## src/rtl/mp_adder_seq_pkg.sv

```systemverilog
// Shared types for the multi-precision add/subtract sequencer.
// Holds the FSM state encoding and the fixed adder word width.
package mp_adder_seq_pkg;

    localparam int ADDER_W = 32;

    typedef enum logic {
        IDLE = 1'b0,
        RUN  = 1'b1
    } state_t;

endpackage

```

## src/rtl/mp_adder_seq.sv

```systemverilog
// WORDS x 32-bit add/subtract driven through one external adder,
// least significant word first, carry chained through a register.
module mp_adder_seq
    import mp_adder_seq_pkg::*;
#(
    parameter int WORDS = 4,
    parameter int W     = ADDER_W
) (
    input  logic               clk,
    input  logic               rst,
    input  logic               start,
    input  logic               sub,
    input  logic [WORDS*W-1:0] op_a,
    input  logic [WORDS*W-1:0] op_b,
    output logic               busy,
    output logic               done,
    output logic [WORDS*W-1:0] result,
    output logic               carry_out,
    output logic               overflow,
    output logic [W-1:0]       add_a,
    output logic [W-1:0]       add_b,
    output logic               add_cin,
    input  logic [W-1:0]       add_s,
    input  logic               add_cout
);

    localparam int IW = (WORDS > 1) ? $clog2(WORDS) : 1;

    state_t state;
    state_t state_nx;

    logic [IW-1:0]             idx;
    logic [WORDS-1:0][W-1:0]   a_q;
    logic [WORDS-1:0][W-1:0]   b_q;
    logic [WORDS-1:0][W-1:0]   res_q;
    logic                      sub_q;
    logic                      carry_q;
    logic                      done_q;
    logic                      cout_q;
    logic                      ovf_q;
    logic                      last;
    logic                      accept;
    logic                      msb_cin;

    assign last    = (idx == IW'(WORDS - 1));
    assign accept  = (state == IDLE) && start;
    assign msb_cin = add_a[W-1] ^ add_b[W-1] ^ add_s[W-1];

    assign busy      = (state == RUN);
    assign done      = done_q;
    assign result    = res_q;
    assign carry_out = cout_q;
    assign overflow  = ovf_q;

    // state register
    always_ff @(posedge clk) begin
        if (rst) begin
            state <= IDLE;
        end else begin
            state <= state_nx;
        end
    end

    // next state: leave IDLE on start, return after the top word
    always_comb begin
        state_nx = state;
        unique case (state)
            IDLE: if (start) state_nx = RUN;
            RUN:  if (last)  state_nx = IDLE;
            default: state_nx = IDLE;
        endcase
    end

    // word-select mux onto the shared adder; idle drives zeros
    always_comb begin
        add_a   = '0;
        add_b   = '0;
        add_cin = 1'b0;
        if (state == RUN) begin
            add_a   = a_q[idx];
            add_b   = b_q[idx];
            add_cin = (idx == '0) ? sub_q : carry_q;
        end
    end

    // operand capture; subtraction stores ~B so the adder sees A+~B+1
    always_ff @(posedge clk) begin
        if (accept) begin
            a_q   <= op_a;
            b_q   <= sub ? ~op_b : op_b;
            sub_q <= sub;
        end
    end

    // word index, carry chain, result words and final flags
    always_ff @(posedge clk) begin
        if (rst) begin
            idx     <= '0;
            carry_q <= 1'b0;
            res_q   <= '0;
            cout_q  <= 1'b0;
            ovf_q   <= 1'b0;
            done_q  <= 1'b0;
        end else begin
            done_q <= 1'b0;
            if (accept) begin
                idx <= '0;
            end else if (state == RUN) begin
                res_q[idx] <= add_s;
                carry_q    <= add_cout;
                idx        <= idx + 1'b1;
                if (last) begin
                    idx    <= '0;
                    done_q <= 1'b1;
                    cout_q <= add_cout;
                    ovf_q  <= add_cout ^ msb_cin;
                end
            end
        end
    end

endmodule

```

## config.mk

```make
export PLATFORM = sky130hd
export DESIGN_NAME = mp_adder_seq
export DESIGN_NICKNAME = d
export VERILOG_FILES = /design/src/rtl/mp_adder_seq_pkg.sv /design/src/rtl/mp_adder_seq.sv
export SDC_FILE = /design/constraint.sdc
export NUM_CORES = 1
export LEC_CHECK = 0
export CAP_MARGIN = 20
export CORE_ASPECT_RATIO = 1.1
export CORE_MARGIN = 3
export CORE_UTILIZATION = 42
export DETAILED_ROUTE_END_ITERATION = 8
export PLACE_DENSITY = 0.73
export SLEW_MARGIN = 25
export SYNTH_ARGS = -nofsm -noshare
export SYNTH_HDL_FRONTEND = slang
export SYNTH_SLANG_ARGS = --single-unit
```

## constraint.sdc

```tcl
create_clock -name clk -period 16 [get_ports clk]
set_clock_uncertainty 0.2 [all_clocks]
set_input_delay 3.2 -clock clk [delete_from_list [all_inputs] [get_ports clk]]
set_output_delay 3.2 -clock clk [all_outputs]
set_load 0.02 [all_outputs]
```

Fig. 1: run 1, pin placement
Scale: 2 px per um. Pins as bars across the die edge, other pins in grey.
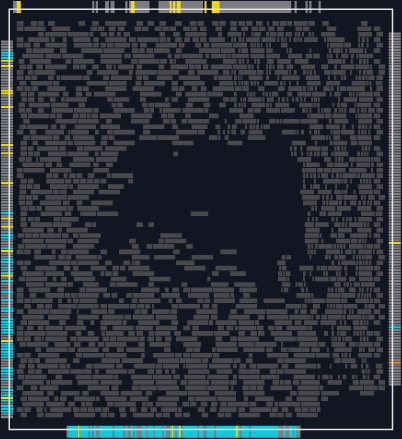
legend:
  yellow:
    port: add_b
    pins: 32
    direction: output
    edge: 14 left, 13 top, 4 bottom, 1 right
  orange:
    port: overflow
    pins: 1
    direction: output
    edge: right
  cyan:
    port: op_a
    pins: 128
    direction: input
    edge: 89 bottom, 38 left, 1 right
IO Port Bufs: 489
overall die width: 191 um
y dimension of the die: 209 um

Fig. 2: run 1, met2 routing
Scale: 2 px per um. Cells faint in the background.
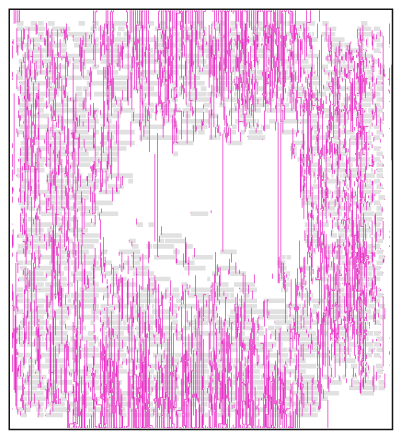
share of all routed wire: 52%
wire length on this layer: 21.9 mm
DRT Wirelength: 42.1 mm
total number of vias: 10600
met2 usage in global routing: 37.2%

==> notes.org, run 1 <==
#+TITLE: Physical design notes

** Final layout
- Largest contributor to cell area by class :: flip-flops and latches
- Count of clock-net buffers in the final layout :: 59
- The top cell type in the final layout, fill and taps aside, is sky130_fd_sc_hd__clkdlybuf4s50_1.
- Number of logic gates :: 674
- Leading cell types in the layout, fill and taps excluded :: sky130_fd_sc_hd__clkdlybuf4s50_1, sky130_fd_sc_hd__nand2_1, sky130_fd_sc_hd__edfxtp_1
- Final Cell Area :: 22200 um2
- Register area :: 10400 um2
- Share of layout cells above drive strength 1 :: 6.46%
- The finished design was reported to have a net count of 1912.
- Comb. cell area :: 4930 um2
- Layout-stage area growth over the synthesis result :: 40.7%
- After layout the signal buffers, clock cells excluded, come to 22.7% of cell area.
- Fraction of area in registers :: 47.0%

** Timing
- Dividing the final minimum period by the clock period gives 42.4%.
- Final slew viol count :: 0
- Setup ws final :: 9220 ps
- Final hold violations :: 0
- RSZ-0062 raised after global routing :: no
- Worst hold margin :: 252 ps
- The flow reports an fmax of 147 MHz.
- Subtracting the final worst setup slack from the clock period gives 6790 ps.
- For the pin with the worst max-slew slack, the measured transition is 1070 ps.

** Job
- Summing over the stages, the warning tally comes to 31.

** Yosys
- Synth mux share :: 10.0%
- Sequential elements use 66.0% of the synthesized area.
- Main kind of combinational logic by area :: multiplexers
- In this run the cell area of the synthesized design comes to 15800 um2.
- Instance tally after logic synthesis :: 1148
- Post-synthesis xor/xnor area fraction :: 7.30%
- Yosys reported that registers with async set or reset make up 0%.
- AND-OR/OR-AND share of the synthesized area :: 4.23%
- Yosys stat counts 1148 cells in the synthesized netlist.
- Syn avg cell area :: 13.7 um2
- Number of nets at floorplan :: 1445
- EDFF count, synth :: 257
- Number of distinct library cells after synthesis :: 22
- Top area contributor share :: 48.9%

** Pwr
- In this run switching power makes up 22.3% of total power.
- Flop pwr share :: 50.6%
- Part of the total power dissipated in combinational logic :: 11.9%
- Per report_power, the Sequential row totals 1160 uW.
- Ranked by power, first place goes to registers.
- The design draws 2290 uW.
- Static leakage :: 0.00764 uW
- The combinational power reported by the tool is 273 uW.
- Per the OpenROAD power report, switching power amounts to 510 uW.
- Internal power contribution :: 1780 uW
- Peak VDD IR :: 0.0000832 V
- The clock network power reported by the tool is 858 uW.

** Global routing
- Overflow left after global routing :: 0
- Entering global routing, the biggest net connects 105 pins.
- GR met1 Demand/Resource :: 22.7%
- Per the GRT log, the top usage layer is met2.
- For this run, the total global-route usage over all layers was measured as 20.6%.
- Number of global-route vias before repair :: 10900
- The first global-routing pass estimated 62.9 mm of wire.

** Clocking
- Maximum buffer depth of the clock tree :: 3
- Count of clock tree sinks :: 392
- TritonCTS built the clock tree.
- Once the clock tree was built, the resizer swapped 0 gates to a different size.
- The CTS report gives the tree buffer count as 40.
- The clock tree synthesis step divided the H-tree into 2 levels.
- After clock tree synthesis, the clock-pin slew on the worst setup and hold paths is 60 ps.
- Number of post-CTS setup repair buffers :: 0
- Looking at the clock tree report, the root buffer type is sky130_fd_sc_hd__clkbuf_16.

** Critical path
- Data on the critical path is required at its endpoint by 12600 ps.
- The launch point of the critical path was reported as idx[0]$_SDFFE_PP0P_.
- For reference, the critical path cell chain is buf_4 > mux4_1 > and2_1 > clkdlybuf4s50_1.
- Worst path slowest cell :: sky130_fd_sc_hd__buf_4
- Largest fanout of any net on the critical path :: 43
- Looking at the reg2reg group, the worst path starts from busy$_SDFF_PP0_.
- Critical Path Source Type :: flip-flop
- Along the critical path, the tally of buffer and inverter instances is 2.

** Placed design
- After detailed placement, the total cell area comes to 21000 um2.
- Logged for this run, the post-placement worst setup slack is 9050 ps.
- The detailed placer reported the number of placed instances as 2059.
- Note, the detailed placer reported a final HPWL of 29.3 mm.

** Routing
- Iteration count of the initial detailed-routing pass :: 5
- For this block, wires on met1 add up to 14.7 mm.
- Wire segments on met3 add up to 4.23 mm in the final route.
- DRC violations left :: 0
- Average wire per cell in the routed design :: 19.7 um
- Wire segments on met2 add up to 21.9 mm in the final route.
- 1st-iter DRT viols :: 534

** Floorplan
- Once the floorplan was initialized, standard cells occupied 43.1% of the core.
- For this floorplan the total number of well-tap instances is 487.

** Min path
- HP Class :: flip-flop to flip-flop
- The startpoint identified for the worst hold timing path is result[36]$_SDFFE_PP0P_.

** Outcome
- The flow ran to the end, and the final reports show no timing, DRC or antenna violations.
Fig. 3: run 1, placed standard cells
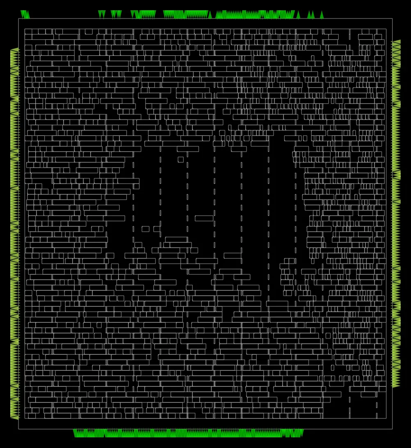
Cell Rows: 73
Fillers: 2861
post-route non-filler standard cell count: 2130
FF+latch count: 392
area inside the core boundary: 36600 um2

[run 1: registers in the layout, indices dropped and copies added (netlist names)]
register / count
done: 1
busy: 1
result: 128
b_q: 128
sub_q: 1
overflow: 1
a_q: 128
carry_out: 1
carry_q: 1
idx: 2
[run 1: cell families (layout without fill, tap and decap cells)]
kind of cell,count (synthesis),count (layout)
AOI/OAI and AO/OA,132,132
xor gates and xnor gates,130,130
adders and majority gates,4,4
buffers and inverters,82,575
DFF,392,392
muxes,66,66
other,0,2
and+or+nand+nor,342,342
[run 1: worst paths after layout]
check | endpoint | slack (ps) | depth (start not counted)
hold reg to reg | result[36]$_SDFFE_PP0P_ | 250 | 2
setup reg to reg | b_q[119]$_DFFE_PP_ | 12140 | 4
hold / removal | result[36]$_SDFFE_PP0P_ | 250 | 2
setup / recovery | add_b[6] | 9220 | 4
--- run 2 (diff from run 1) ---
--- a/config.mk
+++ b/config.mk
@@ -6,11 +6,10 @@
 export NUM_CORES = 1
 export LEC_CHECK = 0
 export CAP_MARGIN = 20
-export CORE_ASPECT_RATIO = 1.1
 export CORE_MARGIN = 3
-export CORE_UTILIZATION = 42
+export CORE_UTILIZATION = 47
 export DETAILED_ROUTE_END_ITERATION = 8
-export PLACE_DENSITY = 0.73
+export PLACE_DENSITY = 0.78
 export SLEW_MARGIN = 25
 export SYNTH_ARGS = -nofsm -noshare
 export SYNTH_HDL_FRONTEND = slang
==> constraint.sdc (replaced) <==
create_clock -name clk -period 6.3 [get_ports clk]
set_clock_uncertainty 0.2 [all_clocks]
set_input_delay 1.26 -clock clk [delete_from_list [all_inputs] [get_ports clk]]
set_output_delay 1.26 -clock clk [all_outputs]
set_load 0.02 [all_outputs]
Fig. 4: run 2, pin placement
Scale: 2 px per um. Pins as bars across the die edge, other pins in grey.
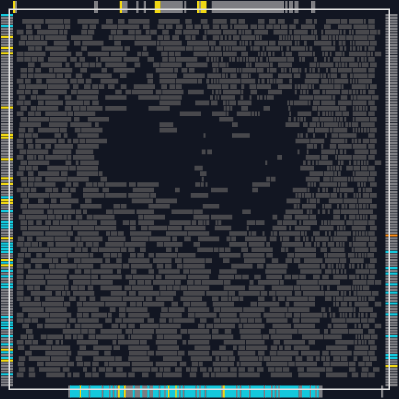
legend:
  orange:
    port: overflow
    pins: 1
    direction: output
    edge: right
  yellow:
    port: add_b
    pins: 32
    direction: output
    edge: 16 left, 9 top, 6 bottom, 1 right
  cyan:
    port: op_a
    pins: 128
    direction: input
    edge: 93 bottom, 25 left, 10 right
all pins by edge: 139 bottom, 137 left, 137 right, 77 top
overall die width: 189 um
y dimension of the die: 189 um

==> run 2 against run 1 <==
  * Count of clock-buffer cells in the layout shrank 12
  * Via count up 2.3%
  * Cell count decreased by 1.2%
  * Die size fell by 10%
  * Routed wire length rose by 5.5%
  * Sequential share of layout area down 0.44 points
==> notes.org, run 2 <==
#+TITLE: Physical design notes

** Outcome
- The flow ran to the end, and the final reports show no timing, DRC or antenna violations.

** Routing
- DRC violations left :: 0
- Vias/cell :: 5.14
- Length of routed met2 wiring :: 22.9 mm
- Met3 WL :: 4.28 mm
- Routed metal-1 wirelength :: 15.5 mm
- Per the post-route antenna check, the number of violating nets is 0.
- The detailed router used layers up to and including met5.
- For this run, the detailed router's first-pass iteration total came to 5.
- 1st-iter DRT viols :: 579
- Average wire per cell in the routed design :: 21.1 um

** Final layout
- Count of clock-net buffers in the final layout :: 47
- The repair_antennas step left the layout with diodes totalling 13.
- Number of logic gates :: 674
- Fillers :: 2311
- Fraction of area in registers :: 46.5%
- FF+latch count :: 392
- The layout report gives the multi-input gate share of total cell area as 22.0%.
- Share of layout cells above drive strength 1 :: 7.58%
- Nets :: 1913
- Register area :: 10400 um2
- Comb. cell area :: 4930 um2
- In this run the layout overhead on the synthesized area is reported as 42.0%.
- Ranking logic cells in the layout by count gives the top entries sky130_fd_sc_hd__clkdlybuf4s50_1, sky130_fd_sc_hd__nand2_1, sky130_fd_sc_hd__edfxtp_1.
- Clock buffers and inverters, area share :: 6.40%
- Leaving out fill and tap cells, the most frequent cell in the layout is sky130_fd_sc_hd__clkdlybuf4s50_1.
- For this run, the number of standard cells in the final layout without fillers is 2104.
- Non-clk bufs :: 505
- Largest contributor to cell area by class :: flip-flops and latches
- The final report gives the standard cell area, fillers excluded, as 22400 um2.
- Layout buffering overhead excluding clock cells :: 22.4%

** Clocking
- Number of post-CTS setup repair buffers :: 0
- TritonCTS clock tree :: built
- CTS placed an instance of sky130_fd_sc_hd__clkbuf_16 at the clock tree root.
- Maximum buffer depth of the clock tree :: 3
- For reference, the clock transition at the flip-flops on the worst setup and hold paths is 60 ps.
- CTS-repair resized insts :: 0
- CTS added clock buffers totalling 41.
- Number of levels in the clock H-tree :: 2
- The CTS log lists the clock sinks for this run as 392.

** Pwr
- Pwr top :: registers
- Flop pwr share :: 47.9%
- The flow reports that the clock network draws 41.1% of the design power.
- Across the VDD grid, the largest voltage drop is 0.000211 V.
- Power drawn by the clock network :: 2540 uW
- The leakage component of the power was reported as 0.00777 uW.
- Part of the total power dissipated in combinational logic :: 11.0%
- Internal power comes to 4800 uW.
- Net switching is 22.4% of the power.
- Combinational cells consume a total of 684 uW.
- Sequential power :: 2960 uW
- NetSw :: 1380 uW
- The flow reported a cell area power density of 276 nW/um2.
- The completed layout was analyzed and its total power is 6190 uW.

** Critical path
- For reference, the critical path cell chain is buf_4 > mux4_1 > and2_1 > clkdlybuf4s50_1.
- Crit path from :: idx[0]$_SDFFE_PP0P_
- Critical path start-end classification :: flip-flop to output port
- On the critical path, the stage with the largest delay is an instance of sky130_fd_sc_hd__dfxtp_4.
- In this run the register-to-register setup slack is 3420 ps.
- The timing report notes that buffer and inverter cells on the critical path total 2.
- The critical path maximum fanout is 33.
- Measured in cells, the most critical reg-to-reg path has a length of 6.
- The launch point of the worst register-to-register path is recorded as idx[0]$_SDFFE_PP0P_.
- STA puts the critical path data required time at 4840 ps.
- Top cell family by delay on the critical path :: buffers and inverters
- Worst R2R End :: result[97]$_SDFFE_PP0P_
- On the critical path the data arrives at 3150 ps.
- Critical Path Source Type :: flip-flop

** Min path
- Worst hold path cell count :: 2
- HP Class :: flip-flop to flip-flop
- Worst hold endpoint :: result[12]$_SDFFE_PP0P_
- Worst hold path startpoint :: result[12]$_SDFFE_PP0P_

** Yosys
- Cell type contributing the most total cell area after synthesis :: sky130_fd_sc_hd__edfxtp_1
- The share of the Yosys chip area taken by registers is 66.0%.
- In the Yosys stats the netlist draws on 22 distinct library cells.
- Number of nets at floorplan :: 1445
- Dominant flop cell :: sky130_fd_sc_hd__edfxtp_1
- EDFF count, synth :: 257
- Post-synth regs :: 392
- Yosys Instances :: 1148
- Main area contributors after synthesis :: sky130_fd_sc_hd__edfxtp_1, sky130_fd_sc_hd__dfxtp_1, sky130_fd_sc_hd__xor2_1
- The synthesized netlist has a Yosys-reported chip area of 15800 um2.
- Most frequently used cell type in the post-synthesis netlist :: sky130_fd_sc_hd__nand2_1
- Dividing the synthesized area by the synthesized cell count gives 13.7 um2.
- Number of warnings issued by yosys :: 0
- Mapped cell area :: 15800 um2
- Instance tally after logic synthesis :: 1148
- Async S/R FF share, synth :: 0%
- The commonest cells after synthesis are sky130_fd_sc_hd__nand2_1, sky130_fd_sc_hd__edfxtp_1, sky130_fd_sc_hd__dfxtp_1.
- The area fraction of the largest cell type after synthesis is 48.9%.

** Timing
- Across all checked pins, the minimum headroom to the slew limit is 34.1%.
- The final timing report derives a shortest allowable period of 4610 ps.
- Worst-Margin Slew :: 989 ps
- Setup ws final :: 1690 ps
- Final hold violations :: 0
- Timing would allow up to 217 MHz.
- Worst hold margin :: 252 ps
- Final sum of negative setup slack :: 0 ps
- Setup repair after global routing left no endpoint under its margin.
- Max-slew check failures listed in the final report amount to 0.
- Count of endpoints failing setup in the final report :: 0
- Final period utilization :: 73.2%

** Placed design
- The final weighted congestion recorded by global placement is 0.867.
- The placement stage leaves a total instance area of 20900 um2.
- Detailed placement ended at an HPWL of 31.2 mm.
- Dpl ws :: 2180 ps
- Total instance count after detailed placement :: 2015
- IO Port Bufs :: 489

** Global routing
- Across every metal layer, demand over resource in global routing totals 24.4%.
- The global route stage reports its total congestion overflow as 0.
- Number of antenna violations at the first check in global routing :: 18
- Entering global routing, the biggest net connects 146 pins.
- The first global-routing pass estimated 66.3 mm of wire.
- Number of global-route vias before repair :: 11300

** Floorplan
- 490 I/O pins were placed.
- Tap cell instance count :: 442
- The core region is 32800 um2.
- Cell Rows :: 66
- Core Density at Floorplan :: 48.1%

** Job
- The stage logs contain a warning count of 31.
Fig. 5: run 2, met2 routing
Scale: 2 px per um. Cells faint in the background.
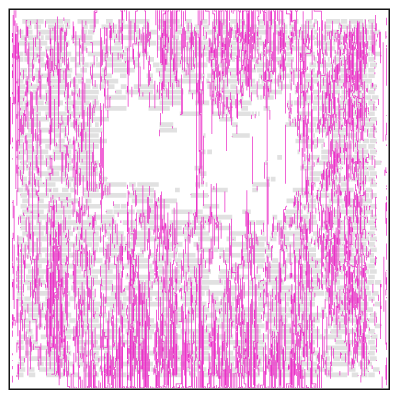
main direction: vertical
nets with wire on the layer: 1652
share of all routed wire: 52%
longest straight run: 92.1 um
wire length on this layer: 22.9 mm
met2 usage in global routing: 42.3%
DRT Wirelength: 44.4 mm
total number of vias: 10800

run 2: cell counts after synthesis:
Identical to the previous run, type by type.
run 2: layer usage:
layer	global-route usage, %	vias up
met5	0	-
met4	11.2	10
met3	7.61	101
met2	42.3	529
met1	27.6	5182
li1	-	5000
run 2: worst max path at each step:
stage | endpoint | slack [ps] | cells past startpoint
final | add_a[2] | 1690 | 4
after global routing | add_b[8] | 1510 | 4
after CTS | add_b[8] | 1610 | 4
after detailed placement | add_b[4] | 2180 | 4
after global placement | add_a[31] | 2210 | 4
after floorplan | a_q[0]$_DFFE_PP_ | 560 | 1
run 2: cells by family after synthesis:
group	share of synthesized area, %
and+or+nand+nor	9.30
adders and majority gates	0.317
AOI/OAI and AO/OA	4.23
DFF	66.0
muxes	10.0
xor gates and xnor gates	7.30
buffers and inverters	2.79
No activity file was given, so power comes from the tool's default toggle rates.
